<file path="config.mk">
export PLATFORM = sky130hd
export DESIGN_NAME = bus_arbiter
export DESIGN_NICKNAME = d
export VERILOG_FILES = /design/src/rtl/bus_arbiter.sv
export SDC_FILE = /design/constraint.sdc
export NUM_CORES = 1
export LEC_CHECK = 0
export ABC_AREA = 1
export CORE_AREA = 2 2 143 145
export DETAILED_ROUTE_END_ITERATION = 7
export DIE_AREA = 0 0 145 147
export PLACE_DENSITY = 0.83
export SLEW_MARGIN = 20
export SYNTH_ARGS = -nofsm -noshare
export SYNTH_HDL_FRONTEND = slang
export SYNTH_SLANG_ARGS = --single-unit
</file>
<file path="constraint.sdc">
create_clock -name clk -period 1.69 [get_ports clk]
set_input_delay 0.2535 -clock clk [delete_from_list [all_inputs] [get_ports clk]]
set_output_delay 0.2535 -clock clk [all_outputs]
set_load 0.02 [all_outputs]
</file>
<file path="src/rtl/bus_arbiter.sv">
// bus_arbiter: two-core snooping bus arbiter with L2 access; BUS_TIMEOUT_EN enables a HOLD_MAX grant timeout
module bus_arbiter #(
  parameter int HOLD_MAX = 16
) (
  input  logic             clk,
  input  logic             reset,
  input  logic [1:0]       req_core,
  output logic [1:0]       grant,
  input  logic [1:0][1:0]  core_operation,
  input  logic [1:0][31:0] core_address,
  input  logic [1:0][31:0] core_data,
  input  logic [1:0]       core_flush,
  input  logic [1:0]       core_hit,
  output logic [1:0][1:0]  snoop_operation,
  output logic [31:0]      snoop_address,
  output logic [31:0]      resp_data,
  output logic [1:0]       resp_hit,
  output logic             l2_rd_en,
  output logic             l2_wr_en,
  output logic [31:0]      l2_addr,
  output logic [31:0]      l2_wdata,
  input  logic [31:0]      l2_rdata,
  input  logic             l2_ready
);
  typedef enum logic [2:0] {IDLE, GRANT, EVICT, SNOOP, WB, L2RD, RESP} state_t;
  localparam logic [1:0] BUS_UPGR = 2'b01;
  localparam logic [1:0] BUS_NON  = 2'b11;
  state_t      state, nxt;
  logic        owner, last_owner, hit_q, drop, timeout;
  logic        other;
  logic [1:0]  op_q;
  logic [31:0] addr_q;
  assign other = ~owner;
  assign drop = !req_core[owner];
`ifdef BUS_TIMEOUT_EN
  localparam int CW = $clog2(HOLD_MAX + 1);
  logic [CW-1:0] cnt;
  // cycles spent granted, cleared whenever the bus is idle
  always_ff @(posedge clk)
    if (reset || state == IDLE) cnt <= '0;
    else cnt <= cnt + 1'b1;
  assign timeout = (state != IDLE) && (cnt == CW'(HOLD_MAX - 1));
`else
  assign timeout = 1'b0;
`endif
  // next-state logic; a dropped request aborts, a timeout forces release
  always_comb begin
    nxt = state;
    case (state)
      IDLE:  nxt = |req_core ? GRANT : IDLE;
      GRANT: nxt = drop ? IDLE : core_flush[owner] ? EVICT : (core_operation[owner] != BUS_NON) ? SNOOP : GRANT;
      EVICT: nxt = drop ? IDLE : l2_ready ? GRANT : EVICT;
      SNOOP: nxt = drop ? IDLE : (op_q == BUS_UPGR) ? RESP : core_flush[other] ? WB : L2RD;
      WB:    nxt = drop ? IDLE : l2_ready ? RESP : WB;
      L2RD:  nxt = drop ? IDLE : l2_ready ? RESP : L2RD;
      RESP:  nxt = drop ? IDLE : RESP;
      default: nxt = IDLE;
    endcase
    if (timeout) nxt = IDLE;
  end
  // state register plus transaction datapath captured on transitions
  always_ff @(posedge clk) begin
    if (reset) begin
      state      <= IDLE;
      owner      <= 1'b0;
      last_owner <= 1'b1;
      hit_q      <= 1'b0;
      op_q       <= BUS_NON;
      addr_q     <= '0;
      resp_data  <= '0;
      l2_addr    <= '0;
      l2_wdata   <= '0;
    end else begin
      state <= nxt;
      if (state == IDLE && |req_core) owner <= (&req_core) ? ~last_owner : req_core[1];
      if (state == GRANT && nxt == EVICT) begin
        l2_addr  <= core_address[owner];
        l2_wdata <= core_data[owner];
      end
      if (state == GRANT && nxt == SNOOP) begin
        op_q   <= core_operation[owner];
        addr_q <= core_address[owner];
      end
      if (state == SNOOP) begin
        hit_q   <= core_hit[other];
        l2_addr <= addr_q;
      end
      if (state == SNOOP && nxt == WB) begin
        resp_data <= core_data[other];
        l2_wdata  <= core_data[other];
      end
      if (state == L2RD && nxt == RESP) resp_data <= l2_rdata;
      if ((state == RESP && drop) || timeout) last_owner <= owner;
    end
  end
  // outputs decoded from state; owner always sees BusNoN
  always_comb begin
    snoop_operation = {BUS_NON, BUS_NON};
    if (state == SNOOP) snoop_operation[other] = op_q;
    grant    = (state == IDLE) ? 2'b00 : (owner ? 2'b10 : 2'b01);
    resp_hit = (state == RESP) ? (owner ? {hit_q, 1'b0} : {1'b0, hit_q}) : 2'b00;
    l2_rd_en = (state == L2RD);
    l2_wr_en = (state == WB) || (state == EVICT);
  end
  assign snoop_address = addr_q;
endmodule

</file>
==> images/route_heat.png <==
Scale: 2 px per µm. The die is cut into 29 by 29 equal tiles; dark blue is low, red is high, scaled to the fullest tile. Values are wire area over tile area, all layers added.
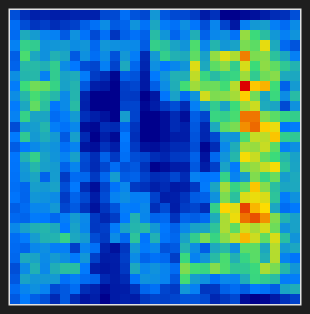
The fullest tile reaches 0.94. The emptiest ninth of the die: centre. The mean over all tiles is 0.28. 14% of the tiles are over half the peak. 3.2% of the tiles are nearly empty. The densest ninth of the die: middle right.
Total Routed Length: 33840 µm
Total GRT Usage: 26.61%
Avg WL per Cell: 17.35 µm
Via Count: 10180

==> images/pinout.png <==
Scale: 3 px per µm. Pins as bars across the die edge, other pins in grey.
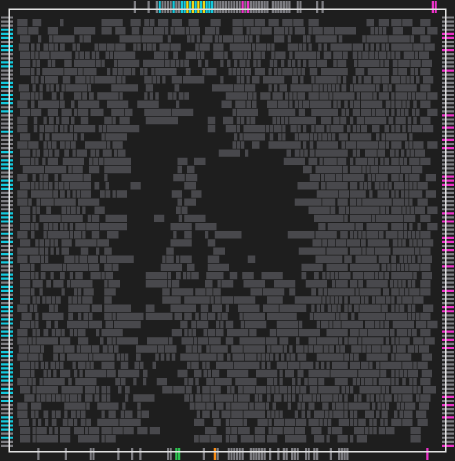
Orange shows l2_wr_en, pins 1, direction output, edge bottom. Yellow shows snoop_operation, pins 4, direction output, edge top. Magenta shows resp_data, pins 32, direction output, edge 27 right, 4 top, 1 bottom. Green shows core_flush, pins 2, direction input, edge bottom. Cyan shows core_address, pins 64, direction input, edge 54 left, 10 top.

==> job_summary.md <==
## PnR job results

| Metric | Value |
|---|---|
| Status | `finished with violations` |
| Failing checks | `negative setup slack` |
| I/O pin count | `311` |
| Area Growth Syn to Fin | `74.40%` |
| FF/Latch Area | `2738 µm²` |
| OpenROAD warnings | `28` |
| Drt initial violations | `801` |
| Row cnt | `52` |
| Global routing usage on met1 | `30.88%` |
| # Taps | `270` |
| Non-Filler Instances | `1950` |
| Pre-CTS WS | `-0.4986 ns` |
| # diodes | `0` |
| Hold EP | `owner$_SDFFE_PP0P_` |
| Resize count post-CTS | `120` |
| Reg-to-Reg End | `l2_wdata[11]$_SDFFE_PP0P_` |
| DRC viols | `0` |
| Metal2 WL | `16050 µm` |
| Synth top cells by count | `544 x nand2_1, 168 x nor2_1, 136 x dfxtp_1` |
| Metal-1 WL | `12120 µm` |
| Initial DRT Pass Iterations | `6` |
| Die width | `145 µm` |
| CP startpoint kind | `register` |
| Slew margin rel. | `63.74%` |
| Mi-comb count | `1009` |
| Share of power burned in registers | `33.8%` |
| Main area contributors | `dfxtp_1 35%, nand2_1 26%, nor2_1 8.1%, nand3b_1 6.1%, o21ai_0 5.8%` |
| CTS tree | `done` |
| Most frequent logic cell in the layout | `nand2_1` |
| Die Size | `21320 µm²` |
| Vias in the first global route | `9009` |
| Max VDD drop | `0.7292 mV` |
| Clock transition at the registers of the reported paths | `0.06 ns` |
| Cell-internal power | `7.227 mW` |
| Post-placement cell count | `1870` |
| Clk Latency, worst-skew pair | `0.42 ns` |
| Cell area after placement | `11530 µm²` |
| GR peak layer | `met2` |
| Worst setup path start | `owner$_SDFFE_PP0P_` |
| Post-synthesis sequential area ratio | `34.77%` |
| R2R depth | `13` |
| Clock group share of total power | `39.1%` |
| Met3 wire len | `4029 µm` |
| Max-Cap Viols | `0` |
| Clk sinks | `136` |
| Synthesized net count | `1490` |
| Initial antenna violation count | `1` |
| Top area contributor share | `34.77%` |
| Tcrit/Tclk final | `117.6%` |
| Largest logic family | `simple AND/OR/NAND/NOR gates` |
| Depth of the worst hold-timing path | `4` |
| CORE AREA | `19840 µm²` |
| Non-clock buffer share | `34.16%` |
| Switching Share | `30.36%` |
| Slew Limit Fails | `0` |
| Logic inverters | `81` |
| Final tally of setup violations | `130` |
| Final ANT Viol Nets | `0` |
| Worst Slack Setup Final | `-0.2967 ns` |
| Comb pwr | `2.81 mW` |
| Top power group | `the clock network` |
| Setup_tns | `-13.81 ns` |
| ClkCell Share | `4.590%` |
| Fillers | `1542` |
| Crit path buf inv count | `4` |
| Switching power | `3.150 mW` |
| Crit path DRT | `1.99 ns` |
| Crit Path Max Fanout | `7` |
| FMAX | `0.5034 GHz` |
| FFs w/ async S/R, synth | `0%` |
| Final Hold Fails | `0` |
| Buffers excl. clock | `422` |
| Library cells used by synthesis | `29` |
| Most frequent cells in the layout | `500 x nand2_1, 275 x clkdlybuf4s50_1, 147 x nor2_1` |
| Number of synthesized flops with an enable pin | `0` |
| Gpl congestion | `0.8715` |
| Vias per inst | `5.223` |
| Slowest CP cell | `dfxtp_4` |
| Post-route cell area | `13660 µm²` |
| Comb area share | `36.40%` |
| TritonCTS Buffers | `17` |
| CP endpoint kind | `register` |
| Synthesized instance count | `1317` |
| CP top delay family | `simple AND/OR/NAND/NOR gates` |
| Yosys xor share | `0%` |
==> images/congestion_map.png <==
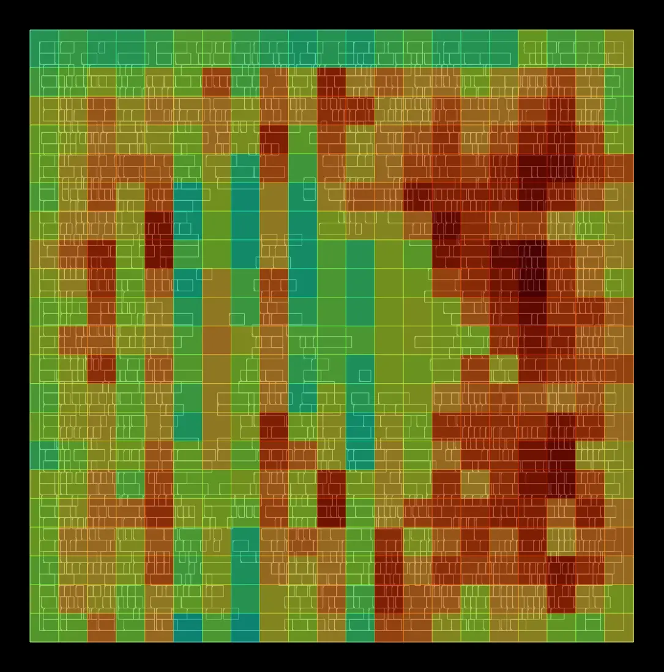
GR Util met3: 9.783%
M2 GR Usage: 44.60%
utilization after layout: 68.81%

No activity file was given, so power comes from the tool's default toggle rates.
